File: config.mk
export PLATFORM = sky130hd
export DESIGN_NAME = dmux4way16_outport_flat
export DESIGN_NICKNAME = d
export VERILOG_FILES = /design/src/rtl/dmux4way16_outport_if.sv /design/src/rtl/dmux4way16_outport.sv /design/src/flat_wrapper.sv
export SDC_FILE = /design/constraint.sdc
export NUM_CORES = 1
export LEC_CHECK = 0
export CAP_MARGIN = 20
export CORE_UTILIZATION = 39
export CTS_CLUSTER_DIAMETER = 60
export DETAILED_ROUTE_END_ITERATION = 16
export PLACE_DENSITY = 0.7
export SLEW_MARGIN = 20
export SYNTH_ARGS = -nofsm -noshare
export SYNTH_HDL_FRONTEND = slang
export SYNTH_SLANG_ARGS = --single-unit
File: constraint.sdc
create_clock -name clk -period 4.57 [get_ports clk]
set_input_delay 0.6855 -clock clk [delete_from_list [all_inputs] [get_ports clk]]
set_output_delay 0.6855 -clock clk [all_outputs]
set_load 0.03 [all_outputs]
File: src/rtl/dmux4way16_outport_if.sv
// Write port and four valid/ready channel bundle for the
// dmux4way16 output port bank.
interface dmux4way16_outport_if #(
  parameter int WIDTH = 16
);
  logic             wr_en;
  logic [1:0]       wr_sel;
  logic [WIDTH-1:0] wr_data;
  logic             wr_ready;
  logic [WIDTH-1:0] a;
  logic [WIDTH-1:0] b;
  logic [WIDTH-1:0] c;
  logic [WIDTH-1:0] d;
  logic [3:0]       valid;
  logic [3:0]       ready;
  logic [3:0]       ovf;
  logic [3:0]       ovf_clr;
  logic [7:0]       drop_cnt;

  modport master (
    output wr_en, wr_sel, wr_data,
    output ready, ovf_clr,
    input  wr_ready, a, b, c, d,
    input  valid, ovf, drop_cnt
  );

  modport slave (
    input  wr_en, wr_sel, wr_data,
    input  ready, ovf_clr,
    output wr_ready, a, b, c, d,
    output valid, ovf, drop_cnt
  );
endinterface

File: src/rtl/dmux4way16_outport.sv
// 4-channel output port bank: a write word is demuxed into one of
// four 1-deep holding registers, each drained by valid/ready.
module dmux4way16 #(
  parameter int WIDTH = 16
) (
  input  logic [WIDTH-1:0] in,
  input  logic [1:0]       sel,
  output logic [WIDTH-1:0] a,
  output logic [WIDTH-1:0] b,
  output logic [WIDTH-1:0] c,
  output logic [WIDTH-1:0] d
);
  always_comb begin
    a = '0;
    b = '0;
    c = '0;
    d = '0;
    unique case (1'b1)
      sel == 2'b00: a = in;
      sel == 2'b01: b = in;
      sel == 2'b10: c = in;
      default:      d = in;
    endcase
  end
endmodule

module dmux4way16_outport #(
  parameter int WIDTH     = 16,
  parameter int OVERWRITE = 0
) (
  input logic                 clk,
  input logic                 reset,
  dmux4way16_outport_if.slave bus
);
  localparam logic OW = (OVERWRITE != 0);

  logic [WIDTH-1:0] route  [4];
  logic [WIDTH-1:0] data_q [4];
  logic [3:0]       valid_q;
  logic [3:0]       ovf_q;
  logic [7:0]       drop_q;
  logic [3:0]       hit;
  logic [3:0]       load;
  logic [3:0]       lost;
  logic             wr_ready;
  logic             accept;
  logic             loss;

  dmux4way16 #(.WIDTH(WIDTH)) u_dmux (
    .in  (bus.wr_data),
    .sel (bus.wr_sel),
    .a   (route[0]),
    .b   (route[1]),
    .c   (route[2]),
    .d   (route[3])
  );

  assign hit      = 4'b0001 << bus.wr_sel;
  assign wr_ready = !valid_q[bus.wr_sel]
                  | bus.ready[bus.wr_sel];
  assign accept   = bus.wr_en & (wr_ready | OW);
  assign loss     = bus.wr_en & ~wr_ready;
  assign load     = hit & {4{accept}};
  assign lost     = hit & {4{loss}};

  // A load wins over a drain so a same-cycle consume+write
  // keeps valid high with no bubble.
  always_ff @(posedge clk) begin
    if (reset) begin
      for (int k = 0; k < 4; k++) data_q[k] <= '0;
      valid_q <= '0;
      ovf_q   <= '0;
      drop_q  <= '0;
    end else begin
      for (int k = 0; k < 4; k++) begin
        if (load[k]) begin
          data_q[k]  <= route[k];
          valid_q[k] <= 1'b1;
        end else if (valid_q[k] && bus.ready[k]) begin
          valid_q[k] <= 1'b0;
        end
      end
      ovf_q <= (ovf_q & ~bus.ovf_clr) | lost;
      if (loss && drop_q != 8'hFF) drop_q <= drop_q + 8'd1;
    end
  end

  assign bus.wr_ready = wr_ready;
  assign bus.a        = data_q[0];
  assign bus.b        = data_q[1];
  assign bus.c        = data_q[2];
  assign bus.d        = data_q[3];
  assign bus.valid    = valid_q;
  assign bus.ovf      = ovf_q;
  assign bus.drop_cnt = drop_q;
endmodule

File: src/flat_wrapper.sv
// flat-port wrapper written by rule: the top's interface ports become plain ports
module dmux4way16_outport_flat 
#(
  parameter int WIDTH     = 16,
  parameter int OVERWRITE = 0
)
  (clk, reset, bus_wr_en, bus_wr_sel, bus_wr_data, bus_ready, bus_ovf_clr, bus_wr_ready, bus_a, bus_b, bus_c, bus_d, bus_valid, bus_ovf, bus_drop_cnt);
  dmux4way16_outport_if #(.WIDTH(WIDTH)) bus_i ();
  input logic clk;
  input logic reset;
  input wire logic [$bits(bus_i.wr_en)-1:0] bus_wr_en;
  input wire logic [$bits(bus_i.wr_sel)-1:0] bus_wr_sel;
  input wire logic [$bits(bus_i.wr_data)-1:0] bus_wr_data;
  input wire logic [$bits(bus_i.ready)-1:0] bus_ready;
  input wire logic [$bits(bus_i.ovf_clr)-1:0] bus_ovf_clr;
  output wire logic [$bits(bus_i.wr_ready)-1:0] bus_wr_ready;
  output wire logic [$bits(bus_i.a)-1:0] bus_a;
  output wire logic [$bits(bus_i.b)-1:0] bus_b;
  output wire logic [$bits(bus_i.c)-1:0] bus_c;
  output wire logic [$bits(bus_i.d)-1:0] bus_d;
  output wire logic [$bits(bus_i.valid)-1:0] bus_valid;
  output wire logic [$bits(bus_i.ovf)-1:0] bus_ovf;
  output wire logic [$bits(bus_i.drop_cnt)-1:0] bus_drop_cnt;
  assign bus_i.wr_en = bus_wr_en;
  assign bus_i.wr_sel = bus_wr_sel;
  assign bus_i.wr_data = bus_wr_data;
  assign bus_i.ready = bus_ready;
  assign bus_i.ovf_clr = bus_ovf_clr;
  assign bus_wr_ready = bus_i.wr_ready;
  assign bus_a = bus_i.a;
  assign bus_b = bus_i.b;
  assign bus_c = bus_i.c;
  assign bus_d = bus_i.d;
  assign bus_valid = bus_i.valid;
  assign bus_ovf = bus_i.ovf;
  assign bus_drop_cnt = bus_i.drop_cnt;
  dmux4way16_outport #(.WIDTH(WIDTH), .OVERWRITE(OVERWRITE)) u_core (.clk(clk), .reset(reset), .bus(bus_i));
endmodule
==> reports/metrics.cfg, run 1 <==
[worst_setup_path]
cp_cell_sequence=clkdlybuf4s50_1 > inv_2 > mux4_2 > clkdlybuf4s50_1
worstPathArrival_ns=2.60
cp_max_fo=24
critPathBufInv=3
cp_slowest_cell=sky130_fd_sc_hd__mux4_2
r2r_end=u_core.data_q[0][2]$_SDFFCE_PN0P_
path_common_cell=sky130_fd_sc_hd__clkdlybuf4s50_1

[final_layout]
sequential_cell_area_um2=2240

[detailed_routing]
detailroute.via_count=2157
drt-pass1-iter-count=5

[cts]
cts_setup_buffers=0
clock_latency_ns=0.35

[yosys]
mux_share_pct=1.74
post_synth_and_or_nand_nor_area_fraction_pct=20.7
synthCells=230

[power_and_ir_drop]
power_density_nw_per_um2=345

[placed_design]
io_buffers=109
detailed_place_hpwl_um=4930

[hold_path]
worst_hold_path.endpoint=u_core.bus.ovf[3]$_SDFF_PP0_

[job]
warnings=29

[status]
status=finished, final reports clean

[sta]
final_critical_path_setup_slack_ns=1.29
finalHoldViolCount=0

[die]
num_io_pins=110

[run 1: state kept, by name, indices dropped and copies added (netlist names)]
name,flops
u_core.bus.ovf,4
u_core.bus.drop_cnt,8
u_core.bus.valid,4
u_core.data_q,64
[run 1: power breakdown]
part / leakage (nW) / internal [mW] / total (mW) / switching, mW
Combinational: 0.776 / 0.0780 / 0.187 / 0.109
Sequential: 0.818 / 0.815 / 0.824 / 0.00936
Clock: 0.110 / 0.313 / 0.584 / 0.271
[run 1: routing by layer]
layer	up-vias	part of all wire [%]	global-route usage, %
met3	8	5.6	4.47
met2	82	47	29.3
met5	-	0	0
li1	1043	-	-
met4	0	1.3	6.15
met1	1024	46	23.2
[run 1: cell usage after synthesis]
cell | count | area, um^2
sky130_fd_sc_hd__a21o_1 | 3 | 22.5
sky130_fd_sc_hd__a21oi_1 | 11 | 55.1
sky130_fd_sc_hd__and2_1 | 65 | 407
sky130_fd_sc_hd__and4b_1 | 4 | 40.0
sky130_fd_sc_hd__buf_6 | 1 | 11.3
sky130_fd_sc_hd__clkbuf_1 | 9 | 33.8
sky130_fd_sc_hd__dfxtp_1 | 16 | 320
sky130_fd_sc_hd__edfxtp_1 | 64 | 1920
sky130_fd_sc_hd__ha_1 | 5 | 62.6
sky130_fd_sc_hd__inv_1 | 3 | 11.3
sky130_fd_sc_hd__inv_2 | 1 | 3.75
sky130_fd_sc_hd__mux2_2 | 3 | 33.8
sky130_fd_sc_hd__mux4_2 | 1 | 22.5
sky130_fd_sc_hd__nand2_1 | 1 | 3.75
sky130_fd_sc_hd__nand2b_1 | 8 | 50.1
sky130_fd_sc_hd__nand2b_4 | 1 | 13.8
sky130_fd_sc_hd__nand3_1 | 2 | 10.0
sky130_fd_sc_hd__nand3b_1 | 4 | 30.0
sky130_fd_sc_hd__nand4_1 | 4 | 25.0
sky130_fd_sc_hd__nor2_1 | 4 | 15.0
sky130_fd_sc_hd__nor2b_1 | 2 | 12.5
sky130_fd_sc_hd__nor3_1 | 1 | 5.00
sky130_fd_sc_hd__nor3b_1 | 1 | 7.51
sky130_fd_sc_hd__nor4_1 | 2 | 12.5
sky130_fd_sc_hd__o21ai_0 | 3 | 15.0
sky130_fd_sc_hd__o21bai_1 | 3 | 22.5
sky130_fd_sc_hd__o31ai_1 | 3 | 22.5
sky130_fd_sc_hd__or3_1 | 1 | 6.26
sky130_fd_sc_hd__or3b_2 | 1 | 8.76
sky130_fd_sc_hd__or4_1 | 3 | 22.5
[run 1: worst max-delay path by stage]
| stage | startpoint | to | slack (ns) | depth (start not counted) |
|---|---|---|---|---|
| finish | bus_wr_sel[1] | bus_wr_ready | 1.29 | 4 |
| global route | bus_wr_sel[1] | bus_wr_ready | 1.22 | 4 |
| CTS | bus_wr_sel[1] | bus_wr_ready | 1.29 | 4 |
| detailed placement | bus_wr_sel[1] | bus_wr_ready | 1.29 | 4 |
| global placement | bus_wr_sel[1] | bus_wr_ready | 1.30 | 4 |
| floorplan | bus_ready[2] | bus_wr_ready | 2.14 | 4 |
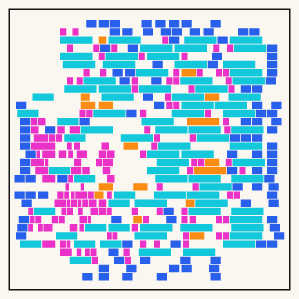
Fig. 1. Cell classes on the final placement (run 1).
Scale: 3 px per um.
- cyan: sequential cells (cells 80; share of their area 50%)
- orange: clock drivers and dummy loads (cells 16; share of their area 5.0%)
- magenta: combinational and other logic (cells 140; share of their area 21%)
- blue: remaining buffers and delay cells (cells 109; share of their area 24%)
design area: 4630 um^2
number of cell rows: 32
final design utilization: 59.0%

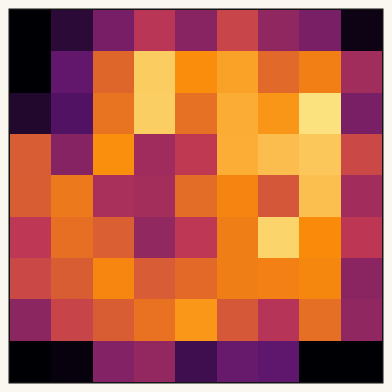
Fig. 2. Cell area per tile (run 1).
Scale: 4 px per um. 9 x 9 tiles, from black (low) to pale yellow (high), 0 to 100% covered.
- tiles over 75% full: 17%
- nearly empty tiles: 7.4%
- emptiest ninth of the die: top left
core region area: 7850 um^2
starting utilization of the core area: 41.1%

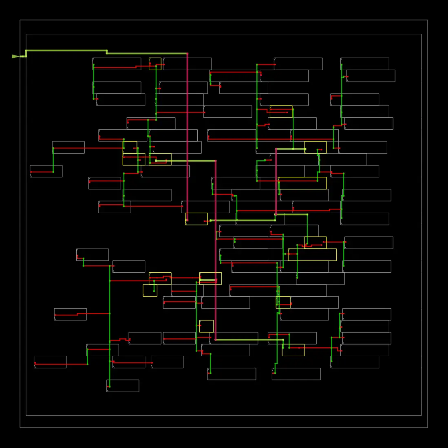
Fig. 3. Clock routing (run 1).
# clk buffers: 9
Max Clock Skew: 0.0111 ns
sinks on the clock net: 80

==> run 2, diff against run 1 <==
- PLACE_DENSITY: 0.7 -> 0.73
- clock period: 4.57 -> 2.7 ns (I/O delays scaled with it)
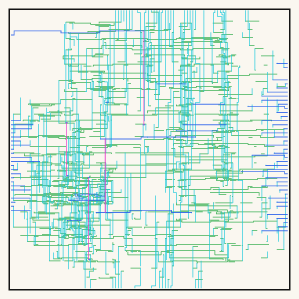
Fig. 4. Signal wires by layer (run 2).
Scale: 3 px per um.
- cyan: metal 2 (wire length 3490 um)
- magenta: metal 4 (wire length 101 um)
- green: metal 1 (wire length 3120 um)
- blue: metal 3 (wire length 479 um)
combined global-route utilization of all metal layers: 17.4%
final routed wire length divided by cell count: 15.8 um
final routed wirelength across all metal layers: 7190 um

==> run 2 against run 1 <==
Compared with the run above: routed wire length decreased by 1.6%; critical endpoint unchanged; power increased by 64%; utilization increased by 0.53 points; die area unchanged; non-clock buffer count increased by 7; final cell count increased by 1.6%; first-iteration DRC count decreased by 41%.
==> reports/metrics.cfg, run 2 <==
[status]
status=finished, final reports clean

[global_route]
grt-busiest-layer=met2
grt_util_met2_pct=28.4  ; -0.86 points
use_met1_pct=22.3  ; -0.86 points
m3_gr_usage_pct=4.23  ; -0.24 points
grt_first_pass_wirelength_um=11000
number_of_antenna_violations_at_the_first_check_in_global_routing=0

[yosys]
synthMostInstantiatedCell=sky130_fd_sc_hd__and2_1
synthTopCellsByCount=65 x sky130_fd_sc_hd__and2_1, 64 x sky130_fd_sc_hd__edfxtp_1, 16 x sky130_fd_sc_hd__dfxtp_1, 11 x sky130_fd_sc_hd__a21oi_1, 9 x sky130_fd_sc_hd__clkbuf_1
area_leaders=sky130_fd_sc_hd__edfxtp_1 60%, sky130_fd_sc_hd__and2_1 13%, sky130_fd_sc_hd__dfxtp_1 9.9%
flip_flops_with_a_built_in_enable=64  ; unchanged
synthDominantCellAreaShare_pct=59.5  ; unchanged
share_of_flip_flops_with_an_asynchronous_set_or_reset_pct=0  ; unchanged
synth_top_flop_cell=sky130_fd_sc_hd__edfxtp_1
synth.largest_area_cell=sky130_fd_sc_hd__edfxtp_1

[final_layout]
max_flop_register=u_core.data_q
final_util_pct=59.5  ; +0.53 points
number_of_flip_flops_under_the_largest_register_name=64  ; unchanged
layout.cells.most_common=sky130_fd_sc_hd__clkdlybuf4s50_1

[worst_setup_path]
timing.critical_path.to_type=output pin
cp_max_fo=9  ; -63%
worstPathArrival_ns=2.18  ; -0.42 ns

[detailed_routing]
drt-pass1-iter-count=4  ; -1
detailroute.via_count=2163  ; +0.28%

[die]
design.core.area_um2=7850  ; unchanged
num_io_pins=110  ; unchanged
placementRows=32  ; unchanged
chipHeight_um=93.0
initCoreUtil_pct=41.1  ; unchanged

[sta]
finalHoldViolCount=0  ; unchanged
skew_ns=0.00563  ; -0.00546 ns
worst_slew_margin_rel_pct=56.8

[placed_design]
io_buffers=109  ; unchanged
detailed_place_hpwl_um=4940  ; +0.18%

[cts]
numClockSinks=80  ; unchanged
clock_latency_ns=0.34  ; about the same
cts_setup_buffers=0  ; unchanged

[power_and_ir_drop]
power_density_nw_per_um2=559  ; +62%
irDropWorstVdd_v=0.000252

[job]
warnings=29  ; unchanged

[run 2: layout make-up]
class,count,area (um^2),area share [%]
Clock buffer,9,124,2.65
Clock inverter,7,78.8,1.69
Inverter,4,15.0,0.322
Multi-Input combinational cell,136,926,19.8
Sequential cell,80,2240,48.0
Tap cell,102,128,2.73
Timing Repair Buffer,116,1160,24.8
[run 2: per-layer routing]
layer	part of all wire (%)	wire [um]
met4	1.4	100
met1	43	3120
met3	6.6	478
met2	49	3490
met5	0	0
[run 2: per-stage QoR]
stage,cell area [um^2],worst slack (ns),hold slack (ns),instances
after floorplan,3230,0.616,0.583,230
after global placement,4470,0.135,0.458,438
after detailed placement,4470,0.0958,0.465,438
after CTS,4670,0.109,0.477,454
after global routing,4670,0.0386,0.526,454
final,4670,0.119,0.475,454
[run 2: final timing paths]
kind | to | start | depth (start not counted) | slack (ns)
setup / recovery | bus_wr_ready | bus_wr_sel[1] | 4 | 0.12
hold / removal | u_core.bus.ovf[1]$_SDFF_PP0_ | u_core.bus.ovf[1]$_SDFF_PP0_ | 2 | 0.48
setup reg to reg | u_core.bus.drop_cnt[5]$_SDFFE_PP0P_ | u_core.bus.valid[0]$_SDFFE_PP0P_ | 5 | 0.63
hold reg to reg | u_core.bus.ovf[1]$_SDFF_PP0_ | u_core.bus.ovf[1]$_SDFF_PP0_ | 2 | 0.48
[run 2: kinds of logic after synthesis]
group	after synthesis	synth area share [%]
adder cells (fa/ha/maj)	5	1.94
flip-flops	80	69.5
AND/OR/NAND/NOR	104	20.7
buffers and inverters	14	1.86
AND-OR/OR-AND	23	4.26
multiplexers	4	1.74
[run 2: power breakdown]
| part | internal (mW) | switching [mW] | total, mW |
|---|---|---|---|
| Clock | 0.435 | 0.457 | 0.892 |
| Combinational | 0.142 | 0.184 | 0.326 |
| Sequential | 1.38 | 0.0147 | 1.39 |
| Total | 1.95 | 0.656 | 2.61 |
[run 2: critical path, cell delays in order]
cell	delay, ns
sky130_fd_sc_hd__clkdlybuf4s50_1	0.46
sky130_fd_sc_hd__inv_2	0.10
sky130_fd_sc_hd__mux4_2	0.58
sky130_fd_sc_hd__clkdlybuf4s50_1	0.63
==> run 3, diff against run 2 <==
- PLACE_DENSITY: 0.73 -> 0.79
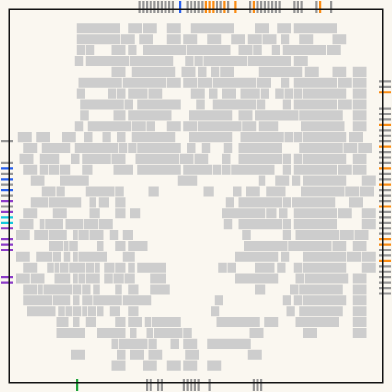
Fig. 5. Pin placement (run 3).
Scale: 4 px per um. Pins as bars across the die edge, other pins in gray.
- orange: bus_d (pins 16; direction output; edge 9 right, 7 top)
- purple: bus_drop_cnt (pins 8; direction output; edge left)
- blue: bus_valid (pins 4; direction output; edge 3 left, 1 top)
- cyan: bus_wr_sel (pins 2; direction input; edge left)
- green: bus_wr_ready (pins 1; direction output; edge bottom)
- all pins by edge: 39 top, 38 right, 19 left, 14 bottom
number of buffers added on ports: 109
die boundary height: 93.0 um
DIE WIDTH: 93.0 um

==> run 3 against run 2 <==
Compared with the run above: final cell count stayed put; count of clock-buffer cells in the layout did not move; critical endpoint unchanged; utilization is the same; final area stayed put; sequential power is essentially flat; worst hold slack worse by 0.0031 ns; critical path depth unchanged.
==> reports/metrics.cfg, run 3 <==
[yosys]
synth_top_flop_cell=sky130_fd_sc_hd__edfxtp_1
share_of_flip_flops_with_an_asynchronous_set_or_reset_pct=0  ; unchanged
synthDominantCellAreaShare_pct=59.5  ; unchanged
synthMostInstantiatedCell=sky130_fd_sc_hd__and2_1
flip_flops_with_a_built_in_enable=64  ; unchanged
area_leaders=sky130_fd_sc_hd__edfxtp_1 60%, sky130_fd_sc_hd__and2_1 13%, sky130_fd_sc_hd__dfxtp_1 9.9%
synth.largest_area_cell=sky130_fd_sc_hd__edfxtp_1

[sta]
final_critical_path_setup_slack_ns=0.105  ; -0.0137 ns
skew_ns=0.0107  ; +0.00511 ns
worst_slew_margin_rel_pct=54.9  ; -1.9 points
finalHoldViolCount=0  ; unchanged

[power_and_ir_drop]
clockPowerShare_pct=34.1  ; about the same
power_switching_mw=0.653  ; -0.53%
intPower_mw=1.96  ; +0.19%
power.switching_fraction_pct=25.0  ; -0.13 points
combinational_power_share_pct=12.6  ; about the same
irDropWorstVdd_v=0.000217  ; -14%

[worst_setup_path]
cp_cell_sequence=clkdlybuf4s50_1 > inv_2 > mux4_2 > clkdlybuf4s50_1
path_delay_family=buffers and inverters
path_common_cell=sky130_fd_sc_hd__clkdlybuf4s50_1
timing.critical_path.to_type=output pin
cpPeakStageDelay_ns=0.63  ; about the same

[global_route]
global_route.usage.total_pct=17.7  ; +0.34 points
grt_first_pass_wirelength_um=11100  ; +1.0%
number_of_antenna_violations_at_the_first_check_in_global_routing=0  ; unchanged

[placed_design]
detailed_place_hpwl_um=5070  ; +2.6%
numPlacedInstances=438  ; unchanged

[cts]
cts_setup_buffers=0  ; unchanged

[final_layout]
layout.cells.most_common=sky130_fd_sc_hd__clkdlybuf4s50_1
sequential_cell_area_um2=2240  ; unchanged
number_of_flip_flops_under_the_largest_register_name=64  ; unchanged

[detailed_routing]
drt-pass1-iter-count=4  ; unchanged
wire_per_inst_um=16.1  ; +1.9%

[die]
design.core.area_um2=7850  ; unchanged
placementRows=32  ; unchanged
num_io_pins=110  ; unchanged

[status]
status=finished, final reports clean

run 3: cell counts after synthesis:
Identical to the previous run, type by type.
run 3: final timing paths:
check                                                            to  depth (start not counted)                        startpoint  slack [ns]
worst max register to register  u_core.bus.drop_cnt[7]$_SDFFE_PP0P_                          5  u_core.bus.valid[0]$_SDFFE_PP0P_        0.67
worst min register to register         u_core.bus.ovf[3]$_SDFF_PP0_                          2      u_core.bus.ovf[3]$_SDFF_PP0_        0.47
worst min-delay path                   u_core.bus.ovf[3]$_SDFF_PP0_                          2      u_core.bus.ovf[3]$_SDFF_PP0_        0.47
worst max-delay path                                   bus_wr_ready                          4                     bus_wr_sel[1]        0.10
run 3: routing by layer:
metal  global-route usage, %  part of all wire (%)
met3                    4.31                   6.2
met5                       0                     0
met4                    8.08                   1.7
met2                    29.4                    51
met1                    21.9                    41
run 3: logic make-up (layout without fill, tap and decap cells):
kind of cell	Yosys count	after routing	synth area share [%]
buf+inv	14	136	1.86
simple gates	104	104	20.7
compound gates	23	23	4.26
fa+ha+maj	5	5	1.94
flops	80	80	69.5
mux	4	4	1.74
run 3: cell type report:
class / instances / area share (%)
multi-input combinational: 136 / 19.8
timing repair buffer: 116 / 24.8
sequential: 80 / 48.0
inverter: 4 / 0.322
clock buffer: 9 / 2.65
tap: 102 / 2.73
clock inverter: 7 / 1.69
run 3: power by group through the flow:
| stage | clock network [mW] | registers (mW) | logic [mW] |
|---|---|---|---|
| 6_report | 0.890 | 1.39 | 0.328 |
| 5_1_grt | 0.947 | 1.40 | 0.346 |
| 4_1_cts | 0.904 | 1.39 | 0.332 |
| 3_5_place_dp | 0 | 1.42 | 0.331 |
| 3_3_place_gp | 0 | 1.42 | 0.327 |
| 2_1_floorplan | 0 | 1.52 | 0.0597 |
run 3: worst min-delay path: cells and delay by family (launching register included):
family             cells  cell delay [ns]
AOI/OAI and AO/OA      1             0.05
DFF                    1             0.32
and+or+nand+nor        1             0.06
run 3: stage by stage:
| stage | power [mW] | utilization (%) | hold slack [ns] | cell area [um^2] |
|---|---|---|---|---|
| floorplan | 1.58 | - | 0.583 | 3230 |
| global placement | 1.75 | 56.9 | 0.459 | 4470 |
| detailed placement | 1.75 | 56.9 | 0.467 | 4470 |
| CTS | 2.63 | 59.5 | 0.479 | 4670 |
| global route | 2.69 | 59.5 | 0.514 | 4670 |
| finish | 2.61 | 59.5 | 0.472 | 4670 |
Power is estimated from default activity; no workload was simulated.
